[src/rtl/sp_bram_pkg.sv]
//------------------------------------------------------------------------------
// sp_bram_pkg : shared types and SP address-bus layout for the BSRAM arbiter
// Revision 1.0
//------------------------------------------------------------------------------
`default_nettype none

package sp_bram_pkg;

    typedef enum logic [0:0] {
        CLEAR = 1'b0,
        RUN   = 1'b1
    } fsm_state_e;

    localparam int SramAdWidth    = 14;
    localparam int SramBeOffset   = 0;
    localparam int SramAddrOffset = 5;
    localparam int SramAddrBits   = SramAdWidth - SramAddrOffset;

    // Wide enough for the largest supported requester count (8).
    localparam int TagIdWidth = 3;

    typedef struct packed {
        logic                  valid;
        logic [TagIdWidth-1:0] id;
    } tag_t;

    // SP AD in 32-bit mode: word address in [13:5], bit 4 unused, byte enables in [3:0].
    function automatic logic [SramAdWidth-1:0] pack_ad(input logic [SramAddrBits-1:0] addr,
                                                       input logic [3:0]              be);
        logic [SramAdWidth-1:0] ad;
        ad = '0;
        ad[SramAddrOffset +: SramAddrBits] = addr;
        ad[SramBeOffset +: 4]              = be;
        return ad;
    endfunction

endpackage

`default_nettype wire

[src/rtl/rr_arbiter.sv]
//------------------------------------------------------------------------------
// rr_arbiter : combinational round-robin pick of the first request at/after ptr
// Revision 1.0
//------------------------------------------------------------------------------
`default_nettype none

module rr_arbiter #(
    parameter int NumReq = 4,
    parameter int IdxW   = (NumReq > 1) ? $clog2(NumReq) : 1
) (
    input  logic [NumReq-1:0] req_i,
    input  logic [IdxW-1:0]   ptr_i,
    output logic [NumReq-1:0] gnt_o,
    output logic [IdxW-1:0]   idx_o,
    output logic              valid_o
);

    always_comb begin
        int cand;
        cand    = 0;
        gnt_o   = '0;
        idx_o   = '0;
        valid_o = 1'b0;
        for (int off = 0; off < NumReq; off++) begin
            cand = int'(ptr_i) + off;
            if (cand >= NumReq) begin
                cand = cand - NumReq;
            end
            if (!valid_o && req_i[IdxW'(cand)]) begin
                valid_o              = 1'b1;
                idx_o                = IdxW'(cand);
                gnt_o[IdxW'(cand)]   = 1'b1;
            end
        end
    end

endmodule

`default_nettype wire

[src/rtl/sp_bram_arbiter.sv]
//------------------------------------------------------------------------------
// sp_bram_arbiter : round-robin sharing of one Gowin SP BSRAM (512x32)
// Revision 1.0
//------------------------------------------------------------------------------
`default_nettype none

module sp_bram_arbiter
    import sp_bram_pkg::*;
#(
    parameter int NumPorts     = 4,
    parameter int AddrWidth    = 9,
    parameter int DataWidth    = 32,
    parameter int OutputReg    = 1,
    parameter int ClearOnReset = 1
) (
    input  logic                                 clk_i,
    input  logic                                 rst_ni,
    input  logic [NumPorts-1:0]                  req_valid_i,
    output logic [NumPorts-1:0]                  req_ready_o,
    input  logic [NumPorts-1:0]                  req_we_i,
    input  logic [NumPorts-1:0][AddrWidth-1:0]   req_addr_i,
    input  logic [NumPorts-1:0][3:0]             req_be_i,
    input  logic [NumPorts-1:0][DataWidth-1:0]   req_wdata_i,
    output logic [NumPorts-1:0]                  rsp_valid_o,
    output logic [DataWidth-1:0]                 rsp_rdata_o,
    output logic                                 busy_o,
    output logic                                 sram_ce_o,
    output logic                                 sram_oce_o,
    output logic                                 sram_wre_o,
    output logic [SramAdWidth-1:0]               sram_ad_o,
    output logic [DataWidth-1:0]                 sram_di_o,
    output logic                                 sram_reset_o,
    input  logic [DataWidth-1:0]                 sram_do_i
);

    localparam int ID_W = (NumPorts > 1) ? $clog2(NumPorts) : 1;
    localparam int LAT  = 1 + OutputReg;

    fsm_state_e            state_q;
    logic [AddrWidth-1:0]  cnt_q;
    logic [ID_W-1:0]       ptr_q;
    tag_t [LAT-1:0]        tag_q;
    tag_t [LAT-1:0]        tag_d;

    logic [NumPorts-1:0]   w_req;
    logic [NumPorts-1:0]   w_gnt;
    logic [ID_W-1:0]       w_idx;
    logic [ID_W-1:0]       w_ptr_nxt;
    logic                  w_any;
    tag_t                  w_tag_new;

    // Requests are invisible to the arbiter until the clear sequence is done.
    assign w_req = (state_q == RUN) ? req_valid_i : '0;

    rr_arbiter #(
        .NumReq (NumPorts),
        .IdxW   (ID_W)
    ) u_rr_arbiter (
        .req_i   (w_req),
        .ptr_i   (ptr_q),
        .gnt_o   (w_gnt),
        .idx_o   (w_idx),
        .valid_o (w_any)
    );

    assign req_ready_o = w_gnt;
    assign w_ptr_nxt   = (w_idx == ID_W'(NumPorts - 1)) ? '0 : w_idx + ID_W'(1);

    always_comb begin
        sram_ce_o  = 1'b0;
        sram_wre_o = 1'b0;
        sram_ad_o  = '0;
        sram_di_o  = '0;
        if (state_q == CLEAR) begin
            sram_ce_o  = 1'b1;
            sram_wre_o = 1'b1;
            sram_ad_o  = pack_ad(SramAddrBits'(cnt_q), 4'hF);
        end else if (w_any) begin
            sram_ce_o  = 1'b1;
            sram_wre_o = req_we_i[w_idx];
            sram_ad_o  = pack_ad(SramAddrBits'(req_addr_i[w_idx]),
                                 req_we_i[w_idx] ? req_be_i[w_idx] : 4'h0);
            sram_di_o  = req_wdata_i[w_idx];
        end
    end

    // Only reads occupy a response slot; writes push a bubble to keep timing aligned.
    assign w_tag_new = {w_any & ~req_we_i[w_idx], TagIdWidth'(w_idx)};

    generate
        if (LAT > 1) begin : g_tag_shift
            assign tag_d = {tag_q[LAT-2:0], w_tag_new};
        end else begin : g_tag_single
            assign tag_d = w_tag_new;
        end
    endgenerate

    always_ff @(posedge clk_i or negedge rst_ni) begin
        if (!rst_ni) begin
            state_q <= (ClearOnReset != 0) ? CLEAR : RUN;
            cnt_q   <= '0;
            ptr_q   <= '0;
            tag_q   <= '0;
        end else begin
            case (state_q)
                CLEAR: begin
                    cnt_q <= cnt_q + AddrWidth'(1);
                    if (cnt_q == '1) begin
                        state_q <= RUN;
                    end
                end
                RUN: begin
                    if (w_any) begin
                        ptr_q <= w_ptr_nxt;
                    end
                end
                default: state_q <= RUN;
            endcase
            tag_q <= tag_d;
        end
    end

    always_comb begin
        rsp_valid_o = '0;
        if (tag_q[LAT-1].valid) begin
            rsp_valid_o[tag_q[LAT-1].id[ID_W-1:0]] = 1'b1;
        end
    end

    assign rsp_rdata_o  = sram_do_i;
    assign busy_o       = (state_q == CLEAR);
    assign sram_oce_o   = 1'b1;
    assign sram_reset_o = 1'b0;

endmodule

`default_nettype wire

[config.mk]
export PLATFORM = sky130hd
export DESIGN_NAME = sp_bram_arbiter
export DESIGN_NICKNAME = d
export VERILOG_FILES = /design/src/rtl/sp_bram_pkg.sv /design/src/rtl/rr_arbiter.sv /design/src/rtl/sp_bram_arbiter.sv
export SDC_FILE = /design/constraint.sdc
export NUM_CORES = 1
export LEC_CHECK = 0
export ABC_AREA = 1
export CAP_MARGIN = 25
export CORE_MARGIN = 4
export CORE_UTILIZATION = 23
export CTS_CLUSTER_DIAMETER = 100
export DETAILED_ROUTE_END_ITERATION = 8
export PLACE_DENSITY_LB_ADDON = 0.15
export SLEW_MARGIN = 40
export SYNTH_ARGS = -nofsm -noshare
export SYNTH_HDL_FRONTEND = slang
export SYNTH_SLANG_ARGS = --single-unit
[constraint.sdc]
create_clock -name clk_i -period 2.95 [get_ports clk_i]
set_input_delay 0.295 -clock clk_i [delete_from_list [all_inputs] [get_ports clk_i]]
set_output_delay 0.295 -clock clk_i [all_outputs]
set_load 0.03 [all_outputs]
==> results.yml <==
# generated from flow reports
status:
  outcome: "complete, but fails checks"
  violations: "negative hold slack"
setup_path:
  cp.required_ps: 2650
  crit_slowest_cell: "dfrtp_1"
  crit_path_end: "sram_di_o[13]"
grt:
  met2_usage_pct: 29.4
  grt_pass1_vias: 4638
  grt_antenna_before_repair: 0
  grt-ovfl-total: 0
routing:
  highest_layer: "met4"
  drt-pass1-iter-count: 4
  wl_per_cell_um: 16.1
power_and_ir_drop:
  pg_seq_uw: 247
  power.share.sequential_pct: 29.2
  p_clk_share_pct: 30.6
  power_uw: 848
  top_power_group: "combinational cells"
  powerClk_uw: 260
flow_run:
  maxCapViolCount: 0
cts:
  h-tree-depth: 1
  cts_buffers: 3
  holdBufCountCts: 0
  post_cts_buffers: 0
timing:
  holdWs_ps: -25.6
  slew_viol_final: 0
  fmax_mhz: 353
  hold_viol: 18
  layout_min_cycle_time_ps: 2830
logic_synthesis:
  ys_cells: 594
  synth_flops: 18
  ys_types: 35
  yosys_area_um2: 3570
  top_cells_by_count: "nand2_1, inv_1, nor2_1, nand3_1, buf_4"
floorplanning:
  die_area_um2: 17600
finish:
  n_antenna_cell: 0
  instances_no_fill: 1009
area by class of cell:
type                       count  area (um2)
fill                        1528        8440
timing repair buffer         296        3170
multi-input combinational    428        2530
sequential                    18         452
inverter                      76         298
tap                          188         235
clock buffer                   3        75.1
cells in the final DEF, fill, tap and decap left out, types with 3 or more instances in the layout:
master | netlist | routed
a21oi_1 | 21 | 10
a21oi_2 | 11 | 22
buf_12 | 0 | 21
buf_4 | 39 | 55
buf_6 | 9 | 16
clkbuf_16 | 0 | 8
clkdlybuf4s50_1 | 0 | 193
conb_1 | 2 | 3
dfrtp_1 | 18 | 17
ha_1 | 11 | 10
inv_1 | 70 | 68
inv_4 | 1 | 3
nand2_1 | 124 | 116
nand2_2 | 8 | 11
nand2_4 | 1 | 5
nand3_1 | 61 | 49
nand3_2 | 5 | 15
nand3_4 | 2 | 4
nand4_1 | 16 | 16
nor2_1 | 70 | 65
nor2_2 | 0 | 4
nor3_1 | 6 | 6
o211ai_1 | 14 | 14
o211ai_2 | 19 | 19
o21ai_0 | 37 | 26
o21ai_1 | 6 | 16
xor2_1 | 5 | 5
logic make-up (layout without fill, tap and decap cells):
family                     Yosys count  in the layout  synth area share, %
and+or+nand+nor                    295            295                 37.1
buffers and inverters              149            375                 22.3
AOI/OAI and AO/OA                  113            113                 22.4
DFF                                 18             18                 12.6
adders and majority gates           11             11                 3.85
xor gates and xnor gates             6              6                 1.47
other                                2              3                0.210
state kept, by name, summed over array words and instances (netlist names):
| signal | count |
|---|---|
| cnt_q | 9 |
| ptr_q | 2 |
| state_q | 1 |
| tag_d | 3 |
| tag_q | 3 |
worst max-delay path: cells and delay by family (launching register included):
kind	cells	cell delay, ps
buffers and inverters	7	770
AND-OR/OR-AND	2	250
flip-flops	1	400
AND/OR/NAND/NOR	5	540
adder cells (fa/ha/maj)	1	320
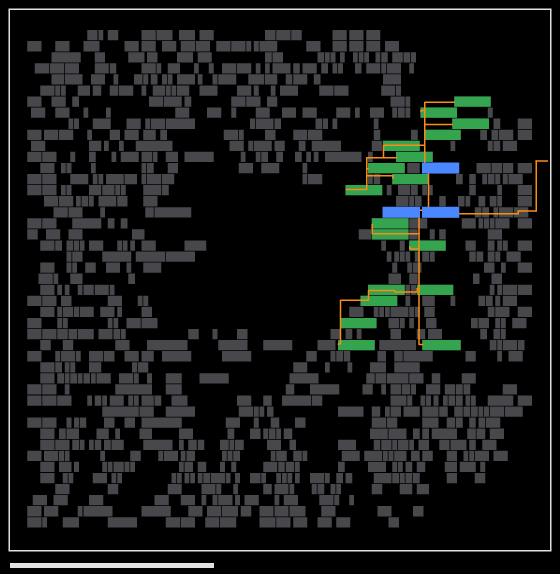
(routed clock nets over the placement)
Bar = 50 um.
- clock wires: orange (length 236 um)
- cells driving clock nets: blue (count 3)
- flip-flops: green (count 18)
- routed clock nets: 4

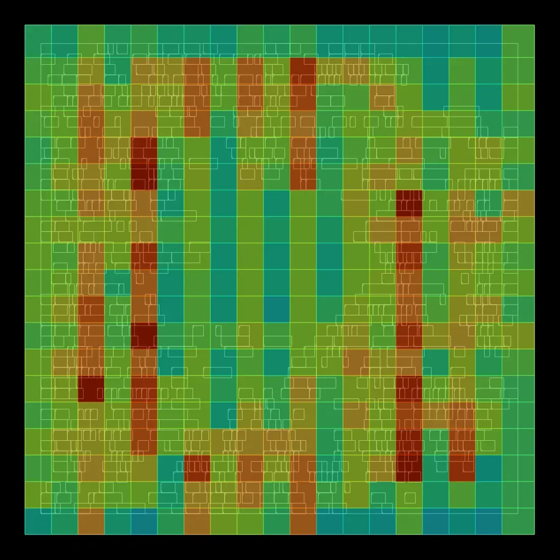
(track usage over the die)
final core utilization: 44.5%
met1 Track Usage GR: 19.6%

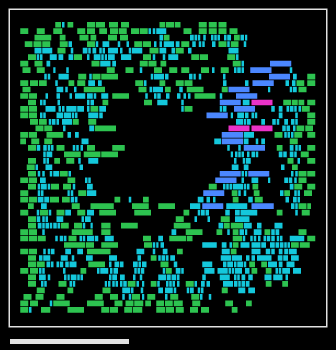
(cell classes on the final placement)
Bar = 50 um.
- cells driving clock nets: magenta (cells 3)
- flops: blue (cells 18)
- all other logic: cyan (cells 504)
- other buffers and delay cells: green (cells 296)
sequential cell area share: 6.68%
Row Count: 45
core area: 15,200 um2

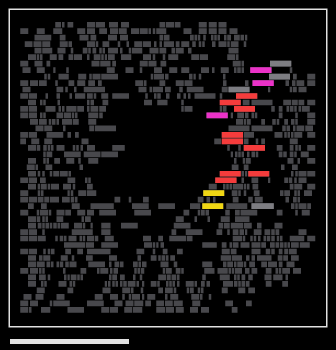
(sequential cells grouped by signal name)
Bar = 50 um. Other sequential cells in the stronger grey, the rest of the logic in the fainter grey.
- `cnt_q`: red (placed flops 9)
- `ptr_q`: yellow (placed flops 2)
- `tag_d`: magenta (placed flops 3)

